<file path="config.mk">
export PLATFORM = sky130hd
export DESIGN_NAME = serial_adder
export DESIGN_NICKNAME = d
export VERILOG_FILES = /design/src/rtl/serial_adder.sv
export SDC_FILE = /design/constraint.sdc
export NUM_CORES = 1
export LEC_CHECK = 0
export ABC_CLOCK_PERIOD_IN_PS = 1100
export CORE_ASPECT_RATIO = 0.8
export CORE_MARGIN = 2
export CORE_UTILIZATION = 45
export DETAILED_ROUTE_END_ITERATION = 10
export PLACE_DENSITY = 0.75
export RECOVER_POWER = 100
export SYNTH_ARGS = -nofsm -noshare
export SYNTH_HDL_FRONTEND = slang
export SYNTH_SLANG_ARGS = --single-unit
</file>
<file path="constraint.sdc">
create_clock -name clk -period 1.1 [get_ports clk]
set_input_delay 0.165 -clock clk [delete_from_list [all_inputs] [get_ports clk]]
set_output_delay 0.165 -clock clk [all_outputs]
set_load 0.03 [all_outputs]
</file>
<file path="src/rtl/serial_adder.sv">
// Bit-serial WIDTH-bit adder: a half_adder-based full adder plus a carry flip-flop,
// with valid/ready handshakes on the operand and result sides.

module half_adder (
   input  logic a,
   input  logic b,
   output logic s,
   output logic c
);

   assign s = a ^ b;
   assign c = a & b;

endmodule

module serial_adder #(
   parameter int WIDTH = 8
) (
   input  logic             clk,
   input  logic             rst_n,
   input  logic             in_valid,
   output logic             in_ready,
   input  logic [WIDTH-1:0] a,
   input  logic [WIDTH-1:0] b,
   output logic             out_valid,
   input  logic             out_ready,
   output logic [WIDTH-1:0] sum,
   output logic             carry_out,
   output logic             busy
);

   localparam int CW = $clog2(WIDTH) + 1;

   typedef enum logic [1:0] {
      IDLE = 2'd0,
      RUN  = 2'd1,
      DONE = 2'd2
   } state_t;

   state_t           state_r;
   state_t           next_state_s;
   logic [WIDTH-1:0] a_sr_r;
   logic [WIDTH-1:0] b_sr_r;
   logic [WIDTH-1:0] sum_r;
   logic [WIDTH-1:0] sum_shift_s;
   logic [CW-1:0]    cnt_r;
   logic             c_r;
   logic             carry_out_r;
   logic             in_ready_r;
   logic             out_valid_r;
   logic             busy_r;
   logic             ha1_s_s;
   logic             ha1_c_s;
   logic             bit_s;
   logic             ha2_c_s;
   logic             c_next_s;
   logic             last_bit_s;

   // Full adder from two half adders: operand bits first, then the stored carry.
   half_adder u_ha1 (.a(a_sr_r[0]), .b(b_sr_r[0]), .s(ha1_s_s), .c(ha1_c_s));
   half_adder u_ha2 (.a(ha1_s_s),   .b(c_r),       .s(bit_s),   .c(ha2_c_s));

   assign c_next_s   = ha1_c_s | ha2_c_s;
   assign last_bit_s = (cnt_r == CW'(WIDTH - 1));

   // New sum bit enters at the MSB so that after WIDTH shifts bit 0 sits at the LSB.
   always_comb begin
      sum_shift_s            = sum_r >> 1'b1;
      sum_shift_s[WIDTH-1]   = bit_s;
   end

   // Next-state decode.
   always_comb begin
      next_state_s = state_r;
      case (state_r)
         IDLE: begin
            if (in_valid) next_state_s = RUN;
            else          next_state_s = IDLE;
         end
         RUN: begin
            if (last_bit_s) next_state_s = DONE;
            else            next_state_s = RUN;
         end
         DONE: begin
            if (out_ready) next_state_s = IDLE;
            else           next_state_s = DONE;
         end
         default: next_state_s = IDLE;
      endcase
   end

   // State register and handshake flags, the flags precomputed from the next state.
   always_ff @(posedge clk or negedge rst_n) begin
      if (!rst_n) begin
         state_r     <= IDLE;
         in_ready_r  <= 1'b1;
         out_valid_r <= 1'b0;
         busy_r      <= 1'b0;
      end else begin
         state_r     <= next_state_s;
         in_ready_r  <= (next_state_s == IDLE);
         out_valid_r <= (next_state_s == DONE);
         busy_r      <= (next_state_s != IDLE);
      end
   end

   // Operand shift registers, sum accumulation, carry and bit counter.
   always_ff @(posedge clk or negedge rst_n) begin
      if (!rst_n) begin
         a_sr_r      <= '0;
         b_sr_r      <= '0;
         sum_r       <= '0;
         cnt_r       <= '0;
         c_r         <= 1'b0;
         carry_out_r <= 1'b0;
      end else begin
         case (state_r)
            IDLE: begin
               if (in_valid) begin
                  a_sr_r      <= a;
                  b_sr_r      <= b;
                  sum_r       <= '0;
                  cnt_r       <= '0;
                  c_r         <= 1'b0;
                  carry_out_r <= 1'b0;
               end
            end
            RUN: begin
               a_sr_r <= a_sr_r >> 1'b1;
               b_sr_r <= b_sr_r >> 1'b1;
               sum_r  <= sum_shift_s;
               cnt_r  <= cnt_r + CW'(1);
               c_r    <= c_next_s;
               if (last_bit_s) carry_out_r <= c_next_s;
            end
            default: begin
               sum_r <= sum_r;
            end
         endcase
      end
   end

   assign in_ready  = in_ready_r;
   assign out_valid = out_valid_r;
   assign busy      = busy_r;
   assign sum       = sum_r;
   assign carry_out = carry_out_r;

endmodule
</file>
Fig. 1: run 1, cell placement
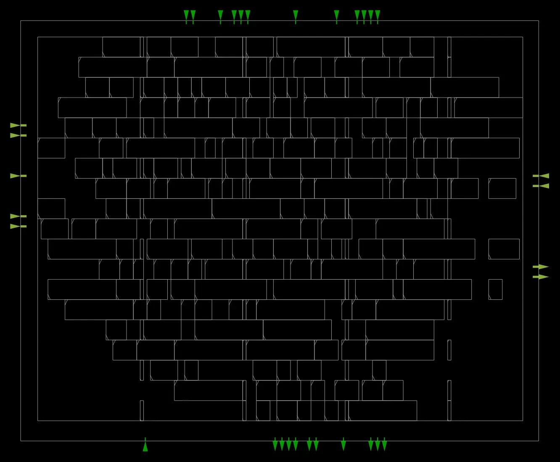
utilization after layout: 66.3%
Seq area share: 39.3%

Fig. 2: run 1, pin placement
(6 px per µm) Pins as bars across the die edge, other pins in grey.
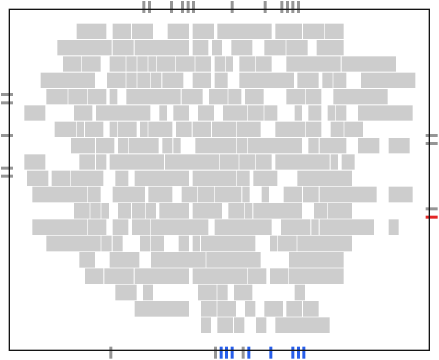
| colour | port | pins | direction | edge |
|---|---|---|---|---|
| red | busy | 1 | output | right |
| blue | sum | 8 | output | bottom |
PortBufs: 31
floorplan die height: 56.6 µm

Fig. 3: run 1, cell sizes after repair
(6 px per µm)
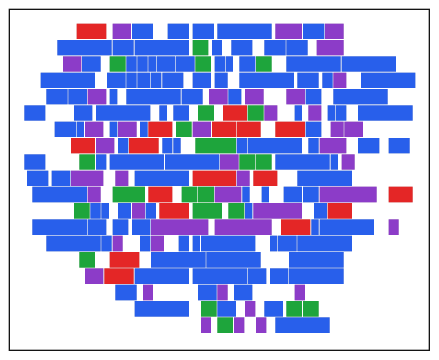
| colour | size | cells |
|---|---|---|
| purple | x2 | 42 |
| green | x3 and x4 | 22 |
| red | x6 and larger | 17 |
| blue | x1 and smaller | 116 |
area delta synth->final: 43.9%
Layout Cell Area excl Fill: 0.00224 mm²
setup slack after layout: -0.0849 ns
non-clock buffer count in the final layout: 57

==> reports/qor.json, run 1 <==
{
  "routedWlPerCell": {"value": 14.7, "unit": "µm"},
  "io_pins": {"value": 32},
  "cts.repair.resized": {"value": 23},
  "layout.sequential_cells": {"value": 35},
  "layout_multi_input_combinational_cell_count": {"value": 96},
  "antenna_violations_before_repair": {"value": 0},
  "yosys.stat.chipArea": {"value": 0.00156, "unit": "mm²"},
  "end_kind": {"value": "flop"},
  "worst_slack": {"value": -0.0849, "unit": "ns"},
  "gp_congestion": {"value": 0.778},
  "synth_warnings": {"value": 0},
  "syn-num-nets": {"value": 165},
  "cts_max_path_buffers": {"value": 2},
  "timing.clock.skew": {"value": 0.00536, "unit": "ns"},
  "drv_cap": {"value": 0},
  "worst-slew-pin-transition": {"value": 0.757, "unit": "ns"},
  "pin_count_of_the_biggest_net_entering_global_routing": {"value": 36},
  "netlist_top_cells_area": {"value": "dfrtp_1 55%, nand2_1 5.8%, a22o_1 5.6%, o21ai_0 5.1%, and3b_1 3.9%"},
  "drive_gt1_share": {"value": 41.1, "unit": "%"},
  "timing.final.setup_violations": {"value": 21},
  "yosysMostFrequentCell": {"value": "dfrtp_1"},
  "logic_gate_fraction_of_the_total_cell_area": {"value": 31.5, "unit": "%"},
  "grt_setup_unrepaired": {"value": "true"},
  "worst_ep_required_time": {"value": 1.27, "unit": "ns"},
  "ff2ff_setup_slack": {"value": -0.08, "unit": "ns"},
  "area_dominant_class": {"value": "flip-flops and latches"},
  "violations": {"value": "setup timing"},
  "status": {"value": "complete, but fails checks"},
  "netlist_area": {"value": 0.00156, "unit": "mm²"},
  "critPathMaxFanout": {"value": 2},
  "routed-via-count": {"value": 1283},
  "viasPerCell": {"value": 5.37},
  "totalNegativeSetupSlack": {"value": -0.621, "unit": "ns"},
  "final-nonclk-buf-share": {"value": 22.3, "unit": "%"},
  "timing.max_slew.rel_slack": {"value": 49.5, "unit": "%"},
  "timing.final.max_slew_violations": {"value": 0},
  "path_class": {"value": "flop to flop"},
  "routed_wirelength": {"value": 3510, "unit": "µm"},
  "cts_inserted_buffers": {"value": 5},
  "flop_area": {"value": 880, "unit": "µm²"},
  "synthTopCellsByCount": {"value": "34 x dfrtp_1, 24 x nand2_1, 16 x o21ai_0, 10 x a21oi_1, 10 x a22o_1"},
  "clk_latency": {"value": 0.28, "unit": "ns"},
  "drtIter0Drc": {"value": 63},
  "placement.cell_area": {"value": 0.00198, "unit": "mm²"}
}
==> run 1: worst paths after layout <==
check                      startpoint          to  cells past startpoint
max in group asynchronous       rst_n  state_r[1]                      2
max reg2reg                 a_sr_r[0]      sum[7]                      2
min                             rst_n      sum[3]                      2
min in group clk            a_sr_r[5]   a_sr_r[5]                      2
min reg2reg                 a_sr_r[5]   a_sr_r[5]                      2
max                         a_sr_r[0]      sum[7]                      2
==> run 1: kinds of logic after synthesis <==
logic type | Yosys count | share of synthesized area, %
adders and majority gates | 2 | 2.09
AOI/OAI and AO/OA | 49 | 20.4
buffers and inverters | 12 | 5.47
and+or+nand+nor | 44 | 14.7
DFF | 35 | 56.4
muxes | 1 | 0.964
==> run 1: layer usage <==
metal  wire [µm]  vias to the layer above  share of wire [%]  GRT usage [%]
met2        1710                       23                 49           27.7
met4          74                        0                2.1           7.97
met3         106                        8                3.0           4.13
met5           0                        -                  0              0
met1        1620                      637                 46           26.6
li1            -                      615                  -              -
==> run 1: report_power, final <==
| group | leakage, nW | switching, mW | internal, mW | total (mW) |
|---|---|---|---|---|
| registers | 0.450 | 0.383 | 1.76 | 2.15 |
| logic | 0.546 | 1.30 | 1.30 | 2.60 |
| clock network | 0.0515 | 0.424 | 0.571 | 0.995 |
| total | 1.05 | 2.11 | 3.64 | 5.75 |
==> run 1: state kept, by name, indices dropped and copies added, names as in the netlist, 2 cells and up <==
register,count
cnt_r,4
state_r,2
sum,8
b_sr_r,8
a_sr_r,8
==> run 1: metrics by stage <==
step,cells,utilization [%]
6_report,239,66.3
3_3_place_gp,224,58.6
4_1_cts,234,63.8
3_5_place_dp,224,58.6
2_1_floorplan,143,-
5_1_grt,239,66.3
==> run 1: critical path, stage by stage (launching register included) <==
cell	delay (ns)
dfrtp_1	0.41
fa_2	0.46
a22o_1	0.21
==> run 1 -> run 2 <==
--- a/config.mk
+++ b/config.mk
@@ -12,6 +12,7 @@
 export DETAILED_ROUTE_END_ITERATION = 10
 export PLACE_DENSITY = 0.75
 export RECOVER_POWER = 100
+export SLEW_MARGIN = 0
 export SYNTH_ARGS = -nofsm -noshare
 export SYNTH_HDL_FRONTEND = slang
 export SYNTH_SLANG_ARGS = --single-unit
Fig. 4: run 2, metal layers overlaid
(6 px per µm) Only two layers are drawn.
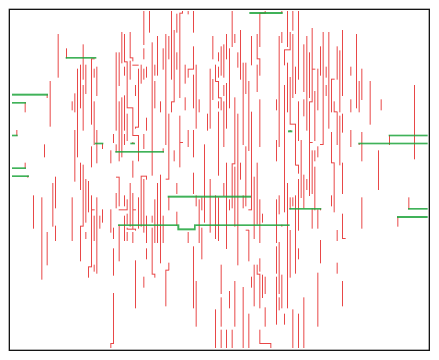
| colour | layer | wire length |
|---|---|---|
| green | M3 | 106 µm |
| red | M2 | 1710 µm |
detail-routed net length per standard cell: 14.7 µm
DRT Wirelength: 3510 µm
total track usage: 18.7%
vias post-DR: 1283

Fig. 5: run 2, cell placement
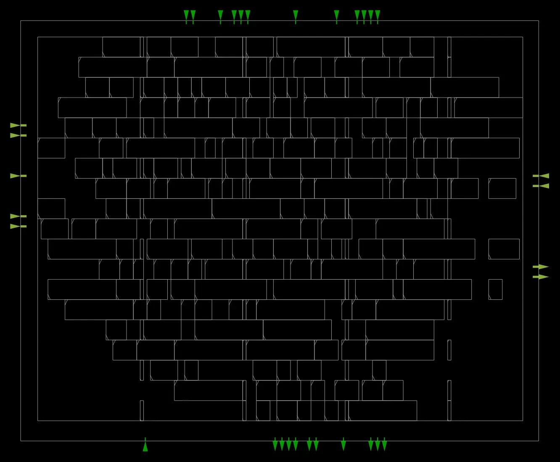
number of sequential cells: 35
Floorplan Core Area: 0.00338 mm²
tap cells: 42
number of fill cells in the layout: 252
Non-Filler Instances: 239

==> run 2 against run 1 <==
  * The flow still finishes with violations (setup timing)
  * Sequential cell count is the same
  * First-iteration DRC count is the same
  * Sequential share of layout area is the same
  * Non-clock buffer count is the same
  * Via count is the same
==> reports/qor.json, run 2 <==
{
  "timing.clock.skew": {"value": 0.00536, "unit": "ns"},
  "setup.worst_path.start": {"value": "a_sr_r[0]"},
  "netlist_top_cells_area": {"value": "dfrtp_1 55%, nand2_1 5.8%, a22o_1 5.6%, o21ai_0 5.1%, and3b_1 3.9%"},
  "critPathMaxFanout": {"value": 2},
  "viasPerCell": {"value": 5.37},
  "netlist_area": {"value": 0.00156, "unit": "mm²"},
  "timing.max_slew.rel_slack": {"value": 49.5, "unit": "%"},
  "worst_slack": {"value": -0.0849, "unit": "ns"},
  "pin_count_of_the_biggest_net_entering_global_routing": {"value": 36},
  "ff2ff_setup_slack": {"value": -0.08, "unit": "ns"},
  "violations": {"value": "setup timing"},
  "cts_root_buf": {"value": "clkbuf_8"},
  "cts_max_path_buffers": {"value": 2},
  "timing.final.setup_violations": {"value": 21},
  "chipHeight": {"value": 56.6, "unit": "µm"},
  "largest_area_cell": {"value": "dfrtp_1"},
  "synthTopLogicFamily": {"value": "AND-OR/OR-AND gates"},
  "syn-num-nets": {"value": 165},
  "grt_pass1_vias": {"value": 1231},
  "yosys.stat.chipArea": {"value": 0.00156, "unit": "mm²"},
  "worst_ep_required_time": {"value": 1.27, "unit": "ns"},
  "totalNegativeSetupSlack": {"value": -0.621, "unit": "ns"},
  "vdd.ir_drop.worst": {"value": 1.30, "unit": "mV"},
  "syn_to_final_growth": {"value": 43.9, "unit": "%"},
  "crit_path_top_delay_cell": {"value": "fa_2"},
  "grt_setup_unrepaired": {"value": "true"},
  "cts_inserted_buffers": {"value": 5},
  "end_kind": {"value": "flop"},
  "grt_overflow_total": {"value": 0},
  "timing.critical_path.cells": {"value": "fa_2, a22o_1"},
  "flip_flops_with_a_built_in_enable": {"value": 0},
  "drive_gt1_share": {"value": 41.1, "unit": "%"},
  "reg2reg_from": {"value": "a_sr_r[0]"},
  "xor_share": {"value": 0, "unit": "%"},
  "cts.clk_slew.worst_paths": {"value": 0.07, "unit": "ns"},
  "timing.final.max_slew_violations": {"value": 0},
  "area_fraction_in_and_or_nand_and_nor_cells_after_synthesis": {"value": 14.7, "unit": "%"},
  "mux_share": {"value": 0.965, "unit": "%"},
  "synthTopCellsByCount": {"value": "34 x dfrtp_1, 24 x nand2_1, 16 x o21ai_0, 10 x a21oi_1, 10 x a22o_1"},
  "clk_latency": {"value": 0.28, "unit": "ns"},
  "status": {"value": "complete, but fails checks"},
  "drtIter0Drc": {"value": 63},
  "final_worst_path_cycle_share": {"value": 108, "unit": "%"},
  "drv_cap": {"value": 0},
  "reg2regPathDepth": {"value": 2},
  "buffer_ports.inserted": {"value": 31},
  "synth_adder_area_share": {"value": 2.09, "unit": "%"},
  "gp_congestion": {"value": 0.778},
  "post_synth_ao_oa_area_fraction": {"value": 20.4, "unit": "%"},
  "worst_r2r_endpoint": {"value": "sum[7]"},
  "post-route-util": {"value": 66.3, "unit": "%"},
  "worst-slew-pin-transition": {"value": 0.757, "unit": "ns"},
  "max_stage_delay": {"value": 0.46, "unit": "ns"},
  "antenna_violations_before_repair": {"value": 0},
  "crit_end": {"value": "sum[7]"}
}
Fig. 6: run 2, wires at chosen ports, followed through buffers
(4 px per µm)
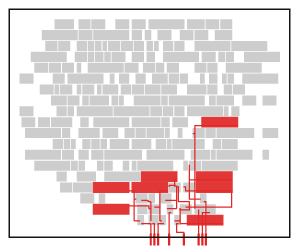
| colour | port | bits | direction | edge | end cells | buffers | wire |
|---|---|---|---|---|---|---|---|
| red | sum | 8 | output | bottom | 8 | 8 | 207 µm |
I/O pin cnt: 32

## run 2: through the flow
| stage | cell area (µm²) | std cells | worst slack [ns] |
|---|---|---|---|
| floorplan | 1560 | 143 | -0.0598 |
| global placement | 1980 | 224 | -0.267 |
| detailed placement | 1980 | 224 | -0.323 |
| CTS | 2150 | 234 | -0.0863 |
| global route | 2240 | 239 | -0.114 |
| finish | 2240 | 239 | -0.0849 |
## run 2: power breakdown
group / switching [mW] / internal, mW
logic: 1.30 / 1.30
clock network: 0.424 / 0.571
registers: 0.383 / 1.76
total: 2.11 / 3.64
## run 2: area by class of cell
| cell class | instances | area [µm²] | area share [%] |
|---|---|---|---|
| repair buffers | 57 | 499 | 22.3 |
| well taps | 42 | 52.6 | 2.35 |
| multi-input cells | 96 | 704 | 31.5 |
| inverters | 1 | 3.75 | 0.168 |
| clock buffers | 8 | 100 | 4.47 |
| flip-flops and latches | 35 | 880 | 39.3 |
## run 2: cells by family after synthesis
family / Yosys count
simple gates: 44
fa+ha+maj: 2
buf+inv: 12
mux: 1
flops: 35
compound gates: 49
## run 2: repair_timing
| item | CTS | global route |
|---|---|---|
| endpoints found under the setup margin | 31 | 34 |
| gates resized | 23 | 36 |
| hold buffers | 0 | 0 |
| buffers inserted | 1 | 4 |
| gates cloned | 1 | 1 |
| pin swaps | 5 | 7 |
## run 2: worst max-delay path, delay by kind of cell, from the launching register on
family / cells / cell delay [ns]
AOI/OAI and AO/OA: 1 / 0.21
adders and majority gates: 1 / 0.46
DFF: 1 / 0.41
## run 2: routing by layer
layer	vias to the layer above	GRT usage, %	wire (µm)
li1	615	-	-
met1	637	26.6	1620
met2	23	27.7	1710
met3	8	4.13	106
met4	0	7.97	74
met5	-	0	0
==> run 2 -> run 3 <==
--- a/config.mk
+++ b/config.mk
@@ -5,12 +5,12 @@
 export SDC_FILE = /design/constraint.sdc
 export NUM_CORES = 1
 export LEC_CHECK = 0
-export ABC_CLOCK_PERIOD_IN_PS = 1100
+export ABC_CLOCK_PERIOD_IN_PS = 1200
 export CORE_ASPECT_RATIO = 0.8
 export CORE_MARGIN = 2
 export CORE_UTILIZATION = 45
 export DETAILED_ROUTE_END_ITERATION = 10
-export PLACE_DENSITY = 0.75
+export PLACE_DENSITY = 0.73
 export RECOVER_POWER = 100
 export SLEW_MARGIN = 0
 export SYNTH_ARGS = -nofsm -noshare
==> constraint.sdc (replaced) <==
create_clock -name clk -period 1.2 [get_ports clk]
set_input_delay 0.18 -clock clk [delete_from_list [all_inputs] [get_ports clk]]
set_output_delay 0.18 -clock clk [all_outputs]
set_load 0.03 [all_outputs]
Fig. 7: run 3, cell sizes after repair
(6 px per µm)
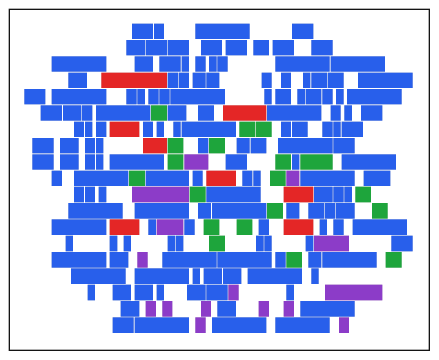
| colour | size | cells |
|---|---|---|
| green | x3 and x4 | 19 |
| red | x6 and larger | 8 |
| blue | x1 and smaller | 152 |
| purple | x2 | 15 |
area delta synth->final: 33.2%
Layout Cell Area excl Fill: 0.00207 mm²

Fig. 8: run 3, pin placement
(6 px per µm) Pins as bars across the die edge, other pins in grey.
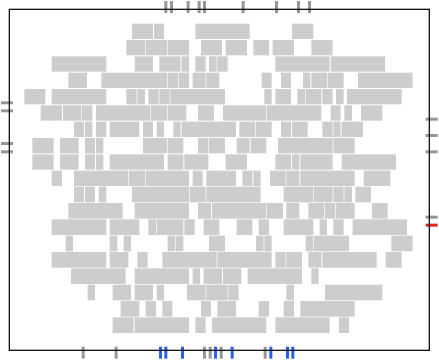
overall die width: 69.8 µm

==> run 3 against run 2 <==
  * The run still ends with setup timing left
  * Cell area fell by 7.4%
  * Via count shrank 3.2%
  * Register-to-register slack gained 0.07 ns
  * Maximum frequency is 2.4% lower
  * Global-route usage decreased by 0.65 points
  * Critical path type unchanged
  * Largest power group unchanged
==> reports/qor.json, run 3 <==
{
  "timing.final.max_slew_violations": {"value": 0},
  "ff2ff_setup_slack": {"value": -0.01, "unit": "ns"},
  "dr_wl_met3": {"value": 117, "unit": "µm"},
  "post_synth_ao_oa_area_fraction": {"value": 20.4, "unit": "%"},
  "grt_overflow_total": {"value": 0},
  "gr-usage-met1": {"value": 23.6, "unit": "%"},
  "reg2reg_from": {"value": "b_sr_r[0]"},
  "met2WireLength": {"value": 1580, "unit": "µm"},
  "groute.layer.met2.usage": {"value": 28.0, "unit": "%"},
  "p_clk_share": {"value": 20.6, "unit": "%"},
  "fin_cells": {"value": 236},
  "floorplan_core_area": {"value": 0.00338, "unit": "mm²"},
  "drtIter0Drc": {"value": 109},
  "power.largest_group": {"value": "combinational logic"},
  "grt_setup_unrepaired": {"value": "true"},
  "pwr.group.combinational": {"value": 2.01, "unit": "mW"},
  "syn-num-nets": {"value": 165},
  "nFillCells": {"value": 290},
  "switching_power": {"value": 1.76, "unit": "mW"},
  "mux_share": {"value": 0.965, "unit": "%"},
  "path_class": {"value": "flop to flop"},
  "final_worst_path_cycle_share": {"value": 101, "unit": "%"},
  "pin_count_of_the_biggest_net_entering_global_routing": {"value": 14},
  "numPlacedInstances": {"value": 227},
  "drive_gt1_share": {"value": 21.6, "unit": "%"},
  "synth_warnings": {"value": 0},
  "yosysMostFrequentCell": {"value": "dfrtp_1"},
  "netlist_area": {"value": 0.00156, "unit": "mm²"},
  "power.switching_fraction": {"value": 35.6, "unit": "%"},
  "fmax": {"value": 824, "unit": "MHz"},
  "cts_inserted_buffers": {"value": 5},
  "met1_length": {"value": 1550, "unit": "µm"},
  "cts.clk_slew.worst_paths": {"value": 0.07, "unit": "ns"},
  "synthTopCellsByCount": {"value": "34 x dfrtp_1, 24 x nand2_1, 16 x o21ai_0, 10 x a21oi_1, 10 x a22o_1"},
  "antenna_violations_before_repair": {"value": 0},
  "internal-power": {"value": 3.19, "unit": "mW"},
  "timing.final.setup_violations": {"value": 2},
  "combinationalPowerShare": {"value": 40.6, "unit": "%"},
  "power_frac_seq": {"value": 38.8, "unit": "%"},
  "cts_max_path_buffers": {"value": 2},
  "flip_flops_with_a_built_in_enable": {"value": 0},
  "reg2regPathDepth": {"value": 2},
  "worst_slack": {"value": -0.0143, "unit": "ns"},
  "worst_ep_required_time": {"value": 1.37, "unit": "ns"},
  "setup_fix_buffers_added_after_clock_tree_synthesis": {"value": 1},
  "area_fraction_in_and_or_nand_and_nor_cells_after_synthesis": {"value": 14.7, "unit": "%"},
  "netlist_top_cells_area": {"value": "dfrtp_1 55%, nand2_1 5.8%, a22o_1 5.6%, o21ai_0 5.1%, and3b_1 3.9%"},
  "grt_peak_use_layer": {"value": "met2"},
  "largest_area_cell": {"value": "dfrtp_1"},
  "powerClk": {"value": 1.02, "unit": "mW"},
  "timing.max_slew.rel_slack": {"value": 61.3, "unit": "%"},
  "synthTopLogicFamily": {"value": "AND-OR/OR-AND gates"},
  "worst_r2r_endpoint": {"value": "sum[7]"},
  "vdd.ir_drop.worst": {"value": 1.21, "unit": "mV"},
  "groute.layer.met3.usage": {"value": 4.13, "unit": "%"},
  "violations": {"value": "setup timing"},
  "grt_pass1_vias": {"value": 1238},
  "cts_hold_buf": {"value": 0},
  "viasPerCell": {"value": 5.26},
  "clk_latency": {"value": 0.28, "unit": "ns"},
  "power_sequential": {"value": 1.92, "unit": "mW"},
  "synth_adder_area_share": {"value": 2.09, "unit": "%"},
  "top_signal_layer_used": {"value": "met4"},
  "status": {"value": "complete, but fails checks"},
  "timing.clock.skew": {"value": 0.00572, "unit": "ns"},
  "flop_area": {"value": 878, "unit": "µm²"},
  "gp_congestion": {"value": 0.766},
  "cts_root_buf": {"value": "clkbuf_8"},
  "io_pins": {"value": 32}
}
Fig. 9: run 3, metal layers overlaid
(6 px per µm) Only two layers are drawn.
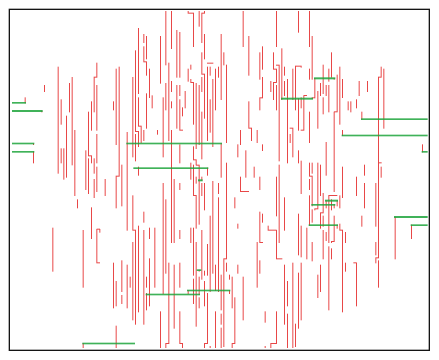
vias post-DR: 1242
detail-routed net length per standard cell: 13.9 µm
total track usage: 18.0%
DRT Wirelength: 3290 µm

run 3: netlist changes by cell type in the layout (fill, tap and decap cells not counted), moves of 6 or more:
cell | before | now
o21ai_0 | 1 | 16
buf_6 | 9 | 1
nand2_1 | 16 | 24
nand2_2 | 8 | 0
o21ai_1 | 11 | 3
a21oi_1 | 3 | 10
a21oi_2 | 7 | 0
o21ai_2 | 7 | 0
clkbuf_1 | 1 | 7
run 3: worst max-delay path by stage:
stage	depth (start not counted)	end	start	slack (ns)
finish	2	sum[7]	b_sr_r[0]	-0.01
CTS	2	sum[7]	c_r	-0.02
floorplan	3	cnt_r[2]	cnt_r[0]	0.02
detailed placement	5	b_sr_r[7]	in_valid	-0.17
global route	2	sum[7]	b_sr_r[0]	-0.05
global placement	5	b_sr_r[7]	in_valid	-0.11
run 3: final cells by class:
type | count | share of cell area, %
flip-flops and latches | 35 | 42.4
clock inverters | 1 | 1.45
repair buffers | 54 | 20.8
inverters | 1 | 0.181
clock buffers | 7 | 3.68
well taps | 42 | 2.53
multi-input cells | 96 | 29.0
run 3: per-stage QoR:
stage | setup slack (ns) | utilization (%) | TNS, ns | area (µm²) | hold slack (ns)
3_3_place_gp | -0.106 | 60.0 | -2.42 | 2030 | 0.464
2_1_floorplan | 0.0224 | - | 0 | 1560 | -0.116
3_5_place_dp | -0.169 | 60.0 | -3.31 | 2030 | 0.470
6_report | -0.0143 | 61.4 | -0.0228 | 2070 | 0.438
4_1_cts | -0.0236 | 63.7 | -0.0236 | 2150 | 0.487
5_1_grt | -0.0523 | 61.4 | -0.535 | 2070 | 0.440
run 3: critical path, cell delays in order, from the launching register on:
cell and delay, ns:
dfrtp_1 0.40, fa_1 0.49, a22o_1 0.21
Power is estimated from default activity; no workload was simulated.
